[config.mk]
export PLATFORM = sky130hd
export DESIGN_NAME = digit_sequencer
export DESIGN_NICKNAME = d
export VERILOG_FILES = /design/src/rtl/digit_sequencer.sv
export SDC_FILE = /design/constraint.sdc
export NUM_CORES = 1
export LEC_CHECK = 0
export CAP_MARGIN = 10
export CORE_ASPECT_RATIO = 1.25
export CORE_MARGIN = 2
export CORE_UTILIZATION = 35
export CTS_BUF_LIST = sky130_fd_sc_hd__clkbuf_2
export DETAILED_ROUTE_END_ITERATION = 10
export GPL_TIMING_DRIVEN = 0
export PLACE_DENSITY = 0.65
export SLEW_MARGIN = 25
export SYNTH_ARGS = -nofsm -noshare
export SYNTH_HDL_FRONTEND = slang
export SYNTH_SLANG_ARGS = --single-unit
[constraint.sdc]
create_clock -name clk -period 3.1 [get_ports clk]
set_input_delay 0.775 -clock clk [delete_from_list [all_inputs] [get_ports clk]]
set_output_delay 0.775 -clock clk [all_outputs]
set_load 0.005 [all_outputs]
[src/rtl/digit_sequencer.sv]
// digit_sequencer
// Converts a binary value (0..10**DIGITS-1) into DIGITS BCD digits. It runs an
// external iterative divide-by-10 unit once per digit: the remainder of each
// divide becomes the next digit (units first) and the quotient becomes the next
// dividend. The result also carries a leading-zero blank mask for the 7-segment
// scan driver, an overflow flag for out-of-range inputs, and an err flag for a
// divider that never answers.
//
// Ports
//   clk, rst       rising-edge clock, asynchronous active-high reset
//   start, value   1-cycle request and the binary value to convert
//   div_start      1-cycle pulse telling the divider to begin
//   div_value      dividend for the divider, held stable while busy
//   div_quotient   divider quotient
//   div_remainder  divider remainder (0..9)
//   div_ready      divider result-valid level
//   digits         BCD result, [3:0] = units
//   blank          leading-zero mask, bit0 (units) is never blanked
//   busy           conversion in progress
//   done           1-cycle pulse when digits/blank/flags have been updated
//   overflow       last accepted value was out of range
//   err            last conversion was abandoned on a divider timeout
module digit_sequencer #(
    parameter int VALUE_W = 14,
    parameter int Q_W     = 10,
    parameter int DIGITS  = 4,
    parameter int TIMEOUT = 64
) (
    input  logic                  clk,
    input  logic                  rst,
    input  logic                  start,
    input  logic [VALUE_W-1:0]    value,
    output logic                  div_start,
    output logic [VALUE_W-1:0]    div_value,
    input  logic [Q_W-1:0]        div_quotient,
    input  logic [3:0]            div_remainder,
    input  logic                  div_ready,
    output logic [4*DIGITS-1:0]   digits,
    output logic [DIGITS-1:0]     blank,
    output logic                  busy,
    output logic                  done,
    output logic                  overflow,
    output logic                  err
);

    localparam int K_W     = (DIGITS > 1) ? $clog2(DIGITS) : 1;
    localparam int T_W     = $clog2(TIMEOUT + 1);
    localparam int MAX_VAL = 10**DIGITS - 1;

    localparam logic [DIGITS-1:0] BLANK_ZERO = {{(DIGITS-1){1'b1}}, 1'b0};

    typedef enum logic [2:0] {
        S_IDLE,
        S_CHECK,
        S_ISSUE,
        S_ARM,
        S_WAIT,
        S_STORE,
        S_DONE
    } state_t;

    state_t               state;
    logic [VALUE_W-1:0]   work;
    logic [K_W-1:0]       k;
    logic [4*DIGITS-1:0]  stage;
    logic [T_W-1:0]       timer;

    // A digit is blanked when it and every digit above it are zero. The
    // units digit is excluded so that a value of zero still shows "0".
    function automatic logic [DIGITS-1:0] leading_blank(input logic [4*DIGITS-1:0] d);
        logic              all_zero;
        logic [DIGITS-1:0] b;
        all_zero = 1'b1;
        b        = '0;
        for (int i = DIGITS - 1; i > 0; i--) begin
            all_zero = all_zero && (d[4*i +: 4] == 4'd0);
            b[i]     = all_zero;
        end
        return b;
    endfunction

    // Sequencer. Digits are collected in a private staging register and only
    // copied to the visible outputs on the transition into S_DONE, so the
    // display never sees a half-converted number. div_start and done default
    // low every cycle, so each can be high for only the single cycle spent in
    // S_ISSUE or S_DONE.
    // The divider may still present ready from the previous divide while it
    // takes in the new start, so S_ARM lets one cycle pass before S_WAIT looks
    // at div_ready.
    always_ff @(posedge clk or posedge rst) begin
        if (rst) begin
            state     <= S_IDLE;
            work      <= '0;
            k         <= '0;
            stage     <= '0;
            timer     <= '0;
            div_start <= 1'b0;
            div_value <= '0;
            digits    <= '0;
            blank     <= BLANK_ZERO;
            busy      <= 1'b0;
            done      <= 1'b0;
            overflow  <= 1'b0;
            err       <= 1'b0;
        end else begin
            div_start <= 1'b0;
            done      <= 1'b0;
            case (state)
                S_IDLE: begin
                    if (start) begin
                        work  <= value;
                        k     <= '0;
                        busy  <= 1'b1;
                        err   <= 1'b0;
                        state <= S_CHECK;
                    end
                end
                S_CHECK: begin
                    if (work > VALUE_W'(MAX_VAL)) begin
                        overflow <= 1'b1;
                        digits   <= '1;
                        blank    <= '0;
                        done     <= 1'b1;
                        busy     <= 1'b0;
                        state    <= S_DONE;
                    end else begin
                        overflow  <= 1'b0;
                        div_value <= work;
                        div_start <= 1'b1;
                        timer     <= '0;
                        state     <= S_ISSUE;
                    end
                end
                S_ISSUE: begin
                    state <= S_ARM;
                end
                S_ARM: begin
                    state <= S_WAIT;
                end
                S_WAIT: begin
                    if (div_ready) begin
                        stage[int'(k)*4 +: 4] <= div_remainder;
                        work                  <= VALUE_W'(div_quotient);
                        div_value             <= VALUE_W'(div_quotient);
                        state                 <= S_STORE;
                    end else if (timer == T_W'(TIMEOUT - 1)) begin
                        // Abandon: the visible digits and blank keep the last good result.
                        err   <= 1'b1;
                        done  <= 1'b1;
                        busy  <= 1'b0;
                        state <= S_DONE;
                    end else begin
                        timer <= timer + 1'b1;
                    end
                end
                S_STORE: begin
                    if (k == K_W'(DIGITS - 1)) begin
                        digits <= stage;
                        blank  <= leading_blank(stage);
                        done   <= 1'b1;
                        busy   <= 1'b0;
                        state  <= S_DONE;
                    end else begin
                        k         <= k + 1'b1;
                        div_start <= 1'b1;
                        timer     <= '0;
                        state     <= S_ISSUE;
                    end
                end
                S_DONE: begin
                    // start is deliberately not looked at here; a request in
                    // the done cycle is dropped rather than queued.
                    state <= S_IDLE;
                end
                default: begin
                    state <= S_IDLE;
                end
            endcase
        end
    end

endmodule

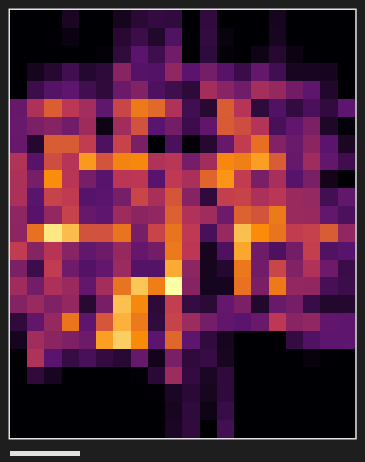
(images/wire_density.png)
Bar = 20 µm. 20 x 24 tiles, from black (low) to pale yellow (high), scaled to the fullest tile. Values are wire area over tile area, all layers added.
mean over tiles = 0.11
emptiest ninth of the die = lower right
fullest tile = 0.43
All-Layer GR Usage: 14.9%
DR vias: 2902
wire per inst: 14.7 µm
WL final: 8.55 mm

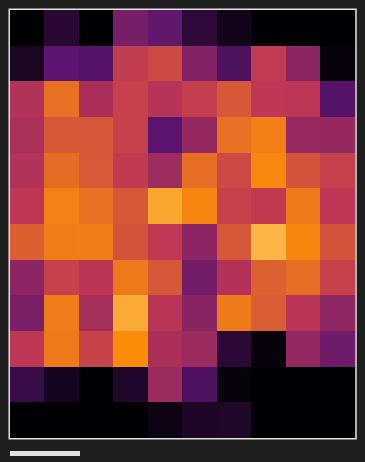
(images/density.png)
Bar = 20 µm. 10 x 12 tiles, from black (low) to pale yellow (high), 0 to 100% covered.
fullest tile = 84%
tiles over 75% full = 2.5%
emptiest ninth of the die = lower right
Starting Density: 35.5%
Core Region: 11000 µm²
post-layout util: 45.4%

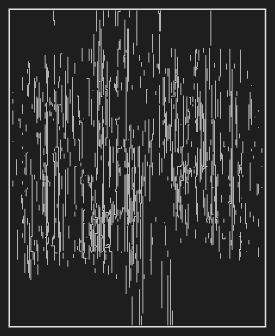
(images/met2.png)
share of all routed wire = 50%
nets with wire on the layer = 409
wire length on this layer = 4290 µm
main direction = vertical
longest straight run = 69.7 µm
Global Route met2 Usage: 25.9%

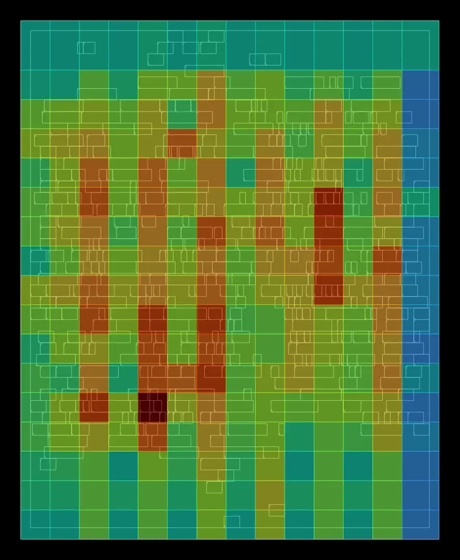
(images/final_congestion.png)
M1 GR Usage: 18.0%
GR peak layer: met2
met3 Track Usage GR: 3.21%

==> notes.md <==
fresh numbers from the pnr run: crit path DRT=2.32 ns, Worst Min Path Start=blank[1]$_DFFE_PP1P_, vias in the first global route=3026, status=finished, final reports clean, Crit. End Element=output port, DRT iter0 DRCs=100, CTS max path bufs=2, Overall Power=4.33 mW, Nets=481, crit path launch type=flop, Simple-Gate Area Share=13.8%, WL met3=460 µm, floorplan net count=401, post-synth top area cell=dfrtp_1, Row Count=43, max_slew headroom=55.6%, Largest delay share family, worst path=flip-flops, port bufs=68, dpl hpwl=6.25 mm, Reg clk slew, reported paths=0.22 ns, Log Warnings=31, Top area cell types=dfrtp_1, mux2i_1, nand2_1, mux2_2, o21ai_0, ANT nets after route=0, Yosys reg bits=~80, Max Cap Viol=0, Power Density=about 870 nW/µm², yosys xor share=0%, CTS Root Cell=clkbuf_2, mux share=roughly 16%, CP bufs+invs=1, share of cells above drive strength 1=15.4%, Num CTS Buffers=9, Setup crit start=blank[2]$_DFFE_PP1P_
path summary, 6_finish.rpt:
check | cells past startpoint | end | slack (ns)
max | 1 | blank[2] | 0.72
min | 2 | blank[1]$_DFFE_PP1P_ | 0.48
max reg2reg | 5 | div_value[8]$_DFFE_PP0P_ | 0.87
min reg2reg | 2 | blank[1]$_DFFE_PP1P_ | 0.48
max in group asynchronous | 3 | work[11]$_DFFE_PP0P_ | 1.90
min in group asynchronous | 2 | digits[12]$_DFFE_PP0P_ | 0.59
final cells by class:
class | count | area (µm²)
tap | 135 | 169
clock inverter | 7 | 168
sequential | 80 | 2010
inverter | 28 | 110
multi-input combinational | 239 | 1690
buffer | 15 | 100
timing repair buffer | 69 | 701
clock buffer | 9 | 45.0
fill | 1085 | 5990
Yosys cell counts (all sizes together) (2+ instances only):
master  instances
a211oi          2
a21oi           7
a22o            4
a31oi           2
a41oi           2
buf             9
clkbuf          6
dfrtp          77
dfstp           3
ha              7
inv            28
mux2           25
mux2i          32
nand2          58
nand3           9
nand3b          2
nand4b          2
nor2           21
nor3            2
nor3b           5
nor4            3
o211ai          3
o21a            2
o21ai          31
o221a           2
o31ai           2
or3             2
layer usage:
layer | up-vias | track usage [%]
met5 | - | 0
met4 | 0 | 6.16
met3 | 16 | 3.21
met2 | 82 | 25.9
met1 | 1401 | 18.0
li1 | 1403 | -
metrics by stage:
stage | setup WS (ns) | util (%) | instance area, µm² | instances | hold WS [ns]
global placement | -1.04 | 43.3 | 4750 | 565 | 0.457
global route | 0.649 | 45.4 | 4980 | 582 | 0.530
CTS | 0.681 | 45.4 | 4980 | 582 | 0.490
floorplan | 0.278 | - | 3900 | 362 | 0.446
finish | 0.723 | 45.4 | 4980 | 582 | 0.484
detailed placement | 0.247 | 43.5 | 4770 | 566 | 0.463
power breakdown:
part           internal (mW)  leakage [nW]  switching, mW  total, mW
combinational          0.987          1.19          0.812       1.80
sequential              1.41         0.992          0.233       1.64
clock                  0.511         0.116          0.376      0.888
total                   2.91          2.30           1.42       4.33
logic make-up after synthesis:
group	Yosys count
buffers and inverters	43
DFF	80
muxes	57
adders and majority gates	7
and+or+nand+nor	112
other	1
AOI/OAI and AO/OA	62
placed cells by master (no fill, tap or decap), types with 3 or more instances in the layout:
cell	instances
bufinv_16	5
mux2_2	17
a22o_1	4
clkbuf_1	6
buf_2	4
nor2_1	20
nor3b_1	3
clkdlybuf4s50_1	68
nand2_1	58
ha_1	7
o21ai_0	30
a21oi_1	6
dfstp_2	3
mux2i_1	32
dfrtp_1	77
inv_1	26
o211ai_1	3
nand3_1	9
mux2_4	7
clkbuf_2	9
sequential cells by signal, summed over array words and instances (netlist names):
name,count
digits,16
div_start,1
div_value,14
blank,3
err,1
busy,1
overflow,1
done,1
stage,16
k,2
work,14
state,3
timer,7
Power and IR drop assume default switching activity.
